<file path="src/rtl/input_debouncer_pkg.sv">
// Shared definitions for the input debouncer: FSM state encoding and glitch counter width.
package input_debouncer_pkg;

  typedef enum logic {
    ST_STABLE  = 1'b0,
    ST_QUALIFY = 1'b1
  } state_e;

  localparam int GLITCH_CNT_W = 8;

  // Saturating increment for the glitch counter.
  function automatic logic [GLITCH_CNT_W-1:0] sat_inc(input logic [GLITCH_CNT_W-1:0] v);
    return (v == {GLITCH_CNT_W{1'b1}}) ? v : v + GLITCH_CNT_W'(1);
  endfunction

endpackage

</file>
<file path="src/rtl/bit_synchronizer.sv">
// STAGES-deep flop chain bringing an asynchronous bit into the clk domain.
// Synchronous reset loads every flop with INIT.
module bit_synchronizer #(
  parameter int   STAGES = 2,
  parameter logic INIT   = 1'b0
) (
  input  logic clk,
  input  logic rst,
  input  logic i_d,
  output logic o_q
);

  logic [STAGES-1:0] r_chain;

  always_ff @(posedge clk) begin
    if (rst) r_chain <= {STAGES{INIT}};
    else     r_chain <= {r_chain[STAGES-2:0], i_d};
  end

  assign o_q = r_chain[STAGES-1];

endmodule

</file>
<file path="src/rtl/input_debouncer.sv">
// Debounces a raw asynchronous input: synchronizer, then a level qualifier FSM.
// Optional rejected-change counter enabled by INPUT_DEBOUNCER_GLITCH_CNT_EN.
module input_debouncer
  import input_debouncer_pkg::*;
#(
  parameter int   SYNC_STAGES   = 2,
  parameter int   STABLE_CYCLES = 4,
  parameter logic INIT_LEVEL    = 1'b0
) (
  input  logic clk,
  input  logic rst,
  input  logic data_in,
  output logic data_out,
`ifdef INPUT_DEBOUNCER_GLITCH_CNT_EN
  output logic [GLITCH_CNT_W-1:0] glitch_cnt,
`endif
  output logic busy
);

  localparam int             CNT_W  = $clog2(STABLE_CYCLES + 1);
  localparam logic [CNT_W-1:0] STAB_C = CNT_W'(STABLE_CYCLES);

  logic             w_sync_q;
  state_e           r_state, w_state_nxt;
  logic [CNT_W-1:0] r_cnt, w_cnt_nxt, w_cnt_inc;
  logic             r_out, w_out_nxt;

  bit_synchronizer #(
    .STAGES (SYNC_STAGES),
    .INIT   (INIT_LEVEL)
  ) u_sync (
    .clk (clk),
    .rst (rst),
    .i_d (data_in),
    .o_q (w_sync_q)
  );

  always_ff @(posedge clk) begin
    if (rst) begin
      r_state <= ST_STABLE;
      r_cnt   <= '0;
      r_out   <= INIT_LEVEL;
    end else begin
      r_state <= w_state_nxt;
      r_cnt   <= w_cnt_nxt;
      r_out   <= w_out_nxt;
    end
  end

  // cnt never exceeds STABLE_CYCLES-1 while qualifying, so the increment cannot wrap.
  assign w_cnt_inc = r_cnt + CNT_W'(1);

  always_comb begin
    w_state_nxt = r_state;
    w_cnt_nxt   = r_cnt;
    w_out_nxt   = r_out;
    case (r_state)
      ST_STABLE: begin
        if (w_sync_q != r_out) begin
          if (STABLE_CYCLES == 1) begin
            w_out_nxt = w_sync_q;
            w_cnt_nxt = '0;
          end else begin
            w_cnt_nxt   = CNT_W'(1);
            w_state_nxt = ST_QUALIFY;
          end
        end else begin
          w_cnt_nxt = '0;
        end
      end
      ST_QUALIFY: begin
        if (w_sync_q != r_out) begin
          if (w_cnt_inc == STAB_C) begin
            w_out_nxt   = w_sync_q;
            w_cnt_nxt   = '0;
            w_state_nxt = ST_STABLE;
          end else begin
            w_cnt_nxt = w_cnt_inc;
          end
        end else begin
          w_cnt_nxt   = '0;
          w_state_nxt = ST_STABLE;
        end
      end
      default: begin
        w_cnt_nxt   = '0;
        w_state_nxt = ST_STABLE;
      end
    endcase
  end

  assign data_out = r_out;
  assign busy     = (r_state == ST_QUALIFY);

`ifdef INPUT_DEBOUNCER_GLITCH_CNT_EN
  logic                    w_abort;
  logic [GLITCH_CNT_W-1:0] r_glitch_cnt;

  // A bounce back to the current level while qualifying is a rejected change.
  assign w_abort = (r_state == ST_QUALIFY) && (w_sync_q == r_out);

  always_ff @(posedge clk) begin
    if (rst)          r_glitch_cnt <= '0;
    else if (w_abort) r_glitch_cnt <= sat_inc(r_glitch_cnt);
  end

  assign glitch_cnt = r_glitch_cnt;
`endif

endmodule

</file>
<file path="config.mk">
export PLATFORM = sky130hd
export DESIGN_NAME = input_debouncer
export DESIGN_NICKNAME = d
export VERILOG_FILES = /design/src/rtl/input_debouncer_pkg.sv /design/src/rtl/bit_synchronizer.sv /design/src/rtl/input_debouncer.sv
export SDC_FILE = /design/constraint.sdc
export NUM_CORES = 1
export LEC_CHECK = 0
export ABC_AREA = 1
export CORE_AREA = 5 5 42 44
export CTS_CLUSTER_DIAMETER = 150
export DETAILED_ROUTE_END_ITERATION = 6
export DIE_AREA = 0 0 47 49
export GPL_TIMING_DRIVEN = 0
export PLACE_DENSITY = 0.45
export SLEW_MARGIN = 40
export SYNTH_ARGS = -nofsm -noshare
export SYNTH_HDL_FRONTEND = slang
export SYNTH_HIERARCHICAL = 1
export SYNTH_SLANG_ARGS = --single-unit
</file>
<file path="constraint.sdc">
create_clock -name clk -period 1.7 [get_ports clk]
set_input_delay 0.34 -clock clk [delete_from_list [all_inputs] [get_ports clk]]
set_output_delay 0.34 -clock clk [all_outputs]
set_load 0.02 [all_outputs]
</file>
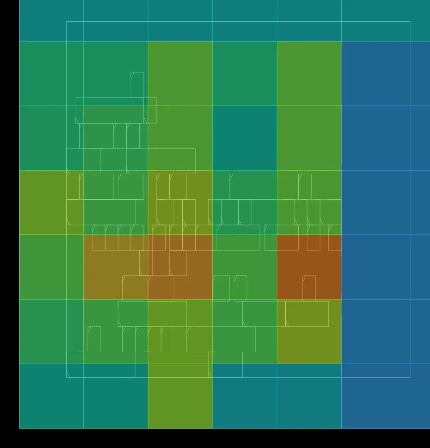
**Above:** track usage over the die.
Top Usage Layer GRT: met2
wire per inst: 7.54 um

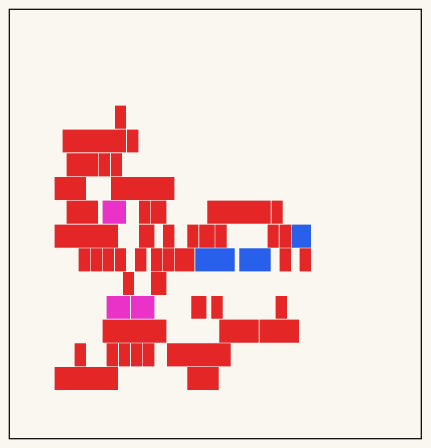
**Above:** cells by drive strength.
x3 and x4: marked magenta, cells 3, most used clkbuf_4. x2: marked blue, cells 3. x1 and smaller: marked red, cells 47, most used inv_1.

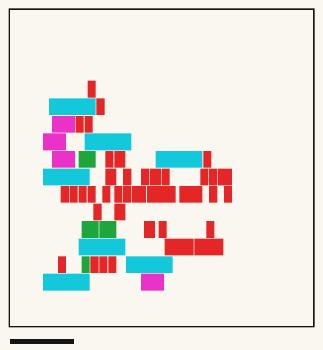
**Above:** placement by cell class.
The bar under the picture is 10 um long.
sequential cells: marked cyan, cells 7, share of their area 36%. remaining logic cells: marked red, cells 38, share of their area 47%. remaining buffers and delay cells: marked magenta, cells 4, share of their area 10%. clock drivers and dummy loads: marked green, cells 4, share of their area 6.7%.
post-route core utilization: 0.295
placement row count: 14

==> ds_physical_params.txt <==
Physical implementation characteristics

Parameter                              Value

Drt
  DRC violation total after the first TritonRoute iteration .................. 2
  Total number of vias .................. 267
  Detailed Route WL .................. between 500 and 600 um
  Routed length on met2 .................. between 200 and 250 um
  DRT met1 WL .................. 256 um
  Routed met3 length .................. roughly 25 um
  Top routing layer in use .................. met4
  1st-pass router iterations .................. 5
  Per-cell via count in the routed design .................. just under 4
  DRC violation count after routing .................. 0
  Antenna-violating nets left .................. 0

Worst setup path
  Top delay family on crit path .................. buffers and inverters
  Biggest cell delay along the critical path .................. ~630 ps
  R2R Setup Slk .................. about 630 ps
  Buffering stage count on the worst path with inverters included .................. 1
  Critical-path maximum fanout .................. 5
  Arrival time of the worst setup path .................. 1270 ps
  Depth of the worst register-to-register path .................. 7
  Stages on worst setup path .................. 1
  Category of the worst setup path capture point .................. output port
  Critical Path Source .................. busy
  Critical path startpoint category .................. register
  Data required, critical path .................. roughly 1400 ps
  Slowest cell on the critical path .................. clkdlybuf4s50_1
  Source of the worst register-to-register timing path .................. r_cnt[0]
  Termination of the worst setup path .................. busy
  Chain of cells forming the critical path .................. clkdlybuf4s50_1
  Setup Crit Path Kind .................. register to output port
  Crit Reg-Reg Endpoint .................. data_out

Place
  HPWL after detailed placement .................. about 440 um
  Worst slack after detailed placement .................. 334 ps
  Placer Congestion .................. 0.648

Die
  Die span in x .................. 47 um
  Total core area .................. ~1400 um^2
  Overall die area .................. 2300 um^2
  Vertical die dimension .................. 49 um
  Initial Util .................. 0.233

Power and ir drop
  Part of the power in registers .................. 0.516
  Clock group share of total power .................. 0.440
  Switching share of power .................. 0.197
  Power density relative to cell area .................. roughly 800 nW/um^2
  Reported leakage power .................. roughly 0.21 nW
  Part of the power in combinational logic .................. 0.044
  Cell internal pwr .................. ~0.26 mW
  Combinational-cell power consumption .................. between 0.01 and 0.015 mW
  Post-layout power .................. approximately 0.33 mW
  P_seq .................. roughly 0.17 mW
  Group with the largest share of power .................. registers
  Worst ir drop on vdd .................. approximately 0.00045 V
  NetSw .................. 0.0650 mW
  Power Clock .................. approximately 0.15 mW

Global routing
  Grt total ovfl .................. 0
  GR Layer Usage met3 .................. 0.0332
  Fraction of met2 tracks used by global routing .................. 0.0747
  Vias in the first global route .................. between 200 and 300
  Initial antenna violation count .................. 0
  All-layer global routing usage .................. 0.0577
  Maximum number of pins on one net before global-route repair .................. 6
  Met1 global-route usage .................. 0.0681
  Wire length of the first global-routing pass .................. around 940 um

Finish
  Final nets .................. roughly 59
  Highest-count cells in the layout ignoring fill and taps .................. inv_1 (12), nand2_1 (9), dfxtp_1 (7)
  Growth of design area from synthesis to finish .................. 26.4%
  Share of post-route cells with drive strength above 1 .................. 0.113
  Most common logic cell in the routed design .................. inv_1
  Filler Cells Inserted .................. around 160
  Combinational Area .................. 141 um^2
  Diode insertion count for antenna repair .................. 0
  Area of all sequential standard cells .................. 140 um^2

Clock network
  Clock latency of the later-clocked register in the worst-skew pair .................. around 240 ps
  Clk buf depth .................. 2
  Number of gates given a new drive strength after cts .................. 0
  Sink Count .................. 7
  Number of levels the H-tree was split into .................. 1
  Number of hold-repair buffers added at the cts stage .................. 0
  Number of CTS-inserted buffers .................. 3
  TritonCTS clock tree .................. yes
  Post-CTS setup buffers .................. 0
  Root buffer cell .................. clkbuf_4
  Clock input transition at the sequential cells of the worst setup and hold paths .................. 50 ps

Final timing
  Total negative slack .................. 0 ps
  Number of hold-slack violations in the final timing report .................. 0
  Final setup violating endpoints .................. 0
  Post-route worst setup slack .................. ~92 ps
  Period Utilization, post-route .................. 0.946
  Final worst clock skew .................. approximately 3.4 ps
  Final worst hold slack .................. 405 ps
  Remaining max-slew budget at the tightest pin .................. 0.852
  Max-slew violation total from the final report .................. 0
  Upper clock frequency limit .................. slightly above 600 MHz
  Minimum period implied by the final worst setup slack .................. 1610 ps
  Transition time at the pin with the least slew margin .................. approximately 220 ps
  RSZ-0062 raised after global routing .................. false

Yosys
  Cell types occupying the most area after synthesis .................. dfxtp_1 (43%), inv_1 (14%), nand2_1 (10%)
  Number of enable flip-flop cells .................. 0
  Most instantiated flip-flop cell in the synthesis netlist .................. dfxtp_1
  Synthesized area divided by synthesized cell count .................. a little over 7 um^2
  Share of synthesized registers carrying an async set or reset .................. 0
  Tally of yosys warning messages .................. 6
  Nets in the synthesized netlist .................. about 50
  Post-synth top area cell .................. dfxtp_1
  Unique cell type count in the Yosys netlist .................. 13
  Leading cell types by count after synthesis .................. inv_1 (12), nand2_1 (9), dfxtp_1 (7), nor2_1 (6)
  Netlist area before placement .................. 327 um^2
  Yosys stat area .................. approximately 330 um^2
  Area leader share .................. 0.429
  Flops & latches, synth .................. 7
  Cells after synthesis .................. 45
  Post-synthesis sequential area ratio .................. 0.429
  Number of cell instances after yosys synthesis .................. 45
  Cell with the most instances after synthesis .................. inv_1

Worst hold path
  Worst hold endpoint .................. u_sync/r_chain[1]
  Path class of the lowest-slack min-delay path .................. register to register
  Critical hold path startpoint .................. u_sync/r_chain[0]
  Hold Path Cell Cnt .................. 2

Flow run
  Log Warnings .................. 27
  Tally of max-capacitance violations .................. 0

Run status
  Result of the run .................. finished clean
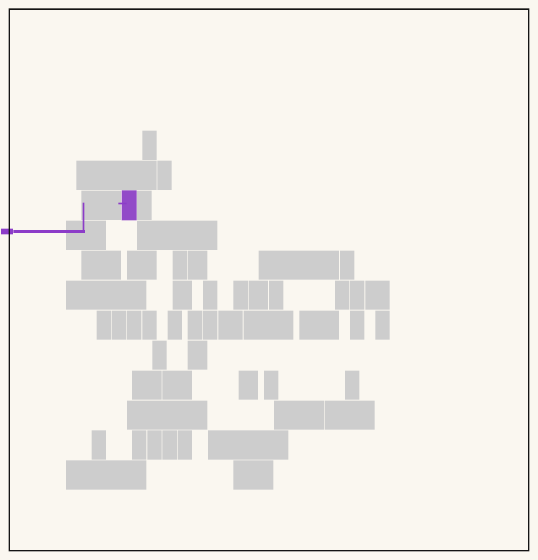
**Above:** I/O nets highlighted.
`data_in`: marked purple, bits 1, direction input, edge left, end cells 1, buffers 1, wire 9.40 um.
I/O pin count: 5
count of port buffers added during placement: 4

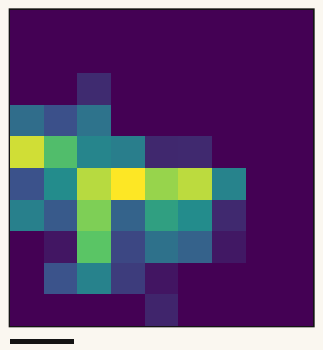
**Above:** wire density map.
The bar under the picture is 10 um long. 9 x 10 tiles, from dark purple (low) to yellow (high), scaled to the fullest tile. Values are wire area over tile area, all layers added.
10% of the tiles are over half the peak. The densest ninth of the die: middle left. The mean over all tiles is 0.037.

[cells by family after synthesis]
family                   after synthesis  share of synthesized area
AND-OR/OR-AND                          3                     0.0459
adder cells (fa/ha/maj)                2                     0.0766
buffers and inverters                 12                      0.138
flip-flops                             7                      0.429
AND/OR/NAND/NOR                       21                      0.310
[metrics by stage]
step	area, um^2	utilization	cells
3_3_place_gp	387	0.276	65
3_5_place_dp	387	0.276	65
2_1_floorplan	327	-	45
6_report	413	0.295	69
4_1_cts	413	0.295	69
5_1_grt	413	0.295	69
[layout make-up]
cell class,instances,area share
clock buffer,4,0.0636
tap,16,0.0485
multi-input combinational,26,0.342
sequential,7,0.339
timing repair buffer,4,0.0970
inverter,12,0.109
[sequential cells by signal, indices dropped and copies added (netlist names)]
register and flops:
r_cnt 3, u_sync/r_chain 2, busy 1, data_out 1
Power and IR drop assume default switching activity.
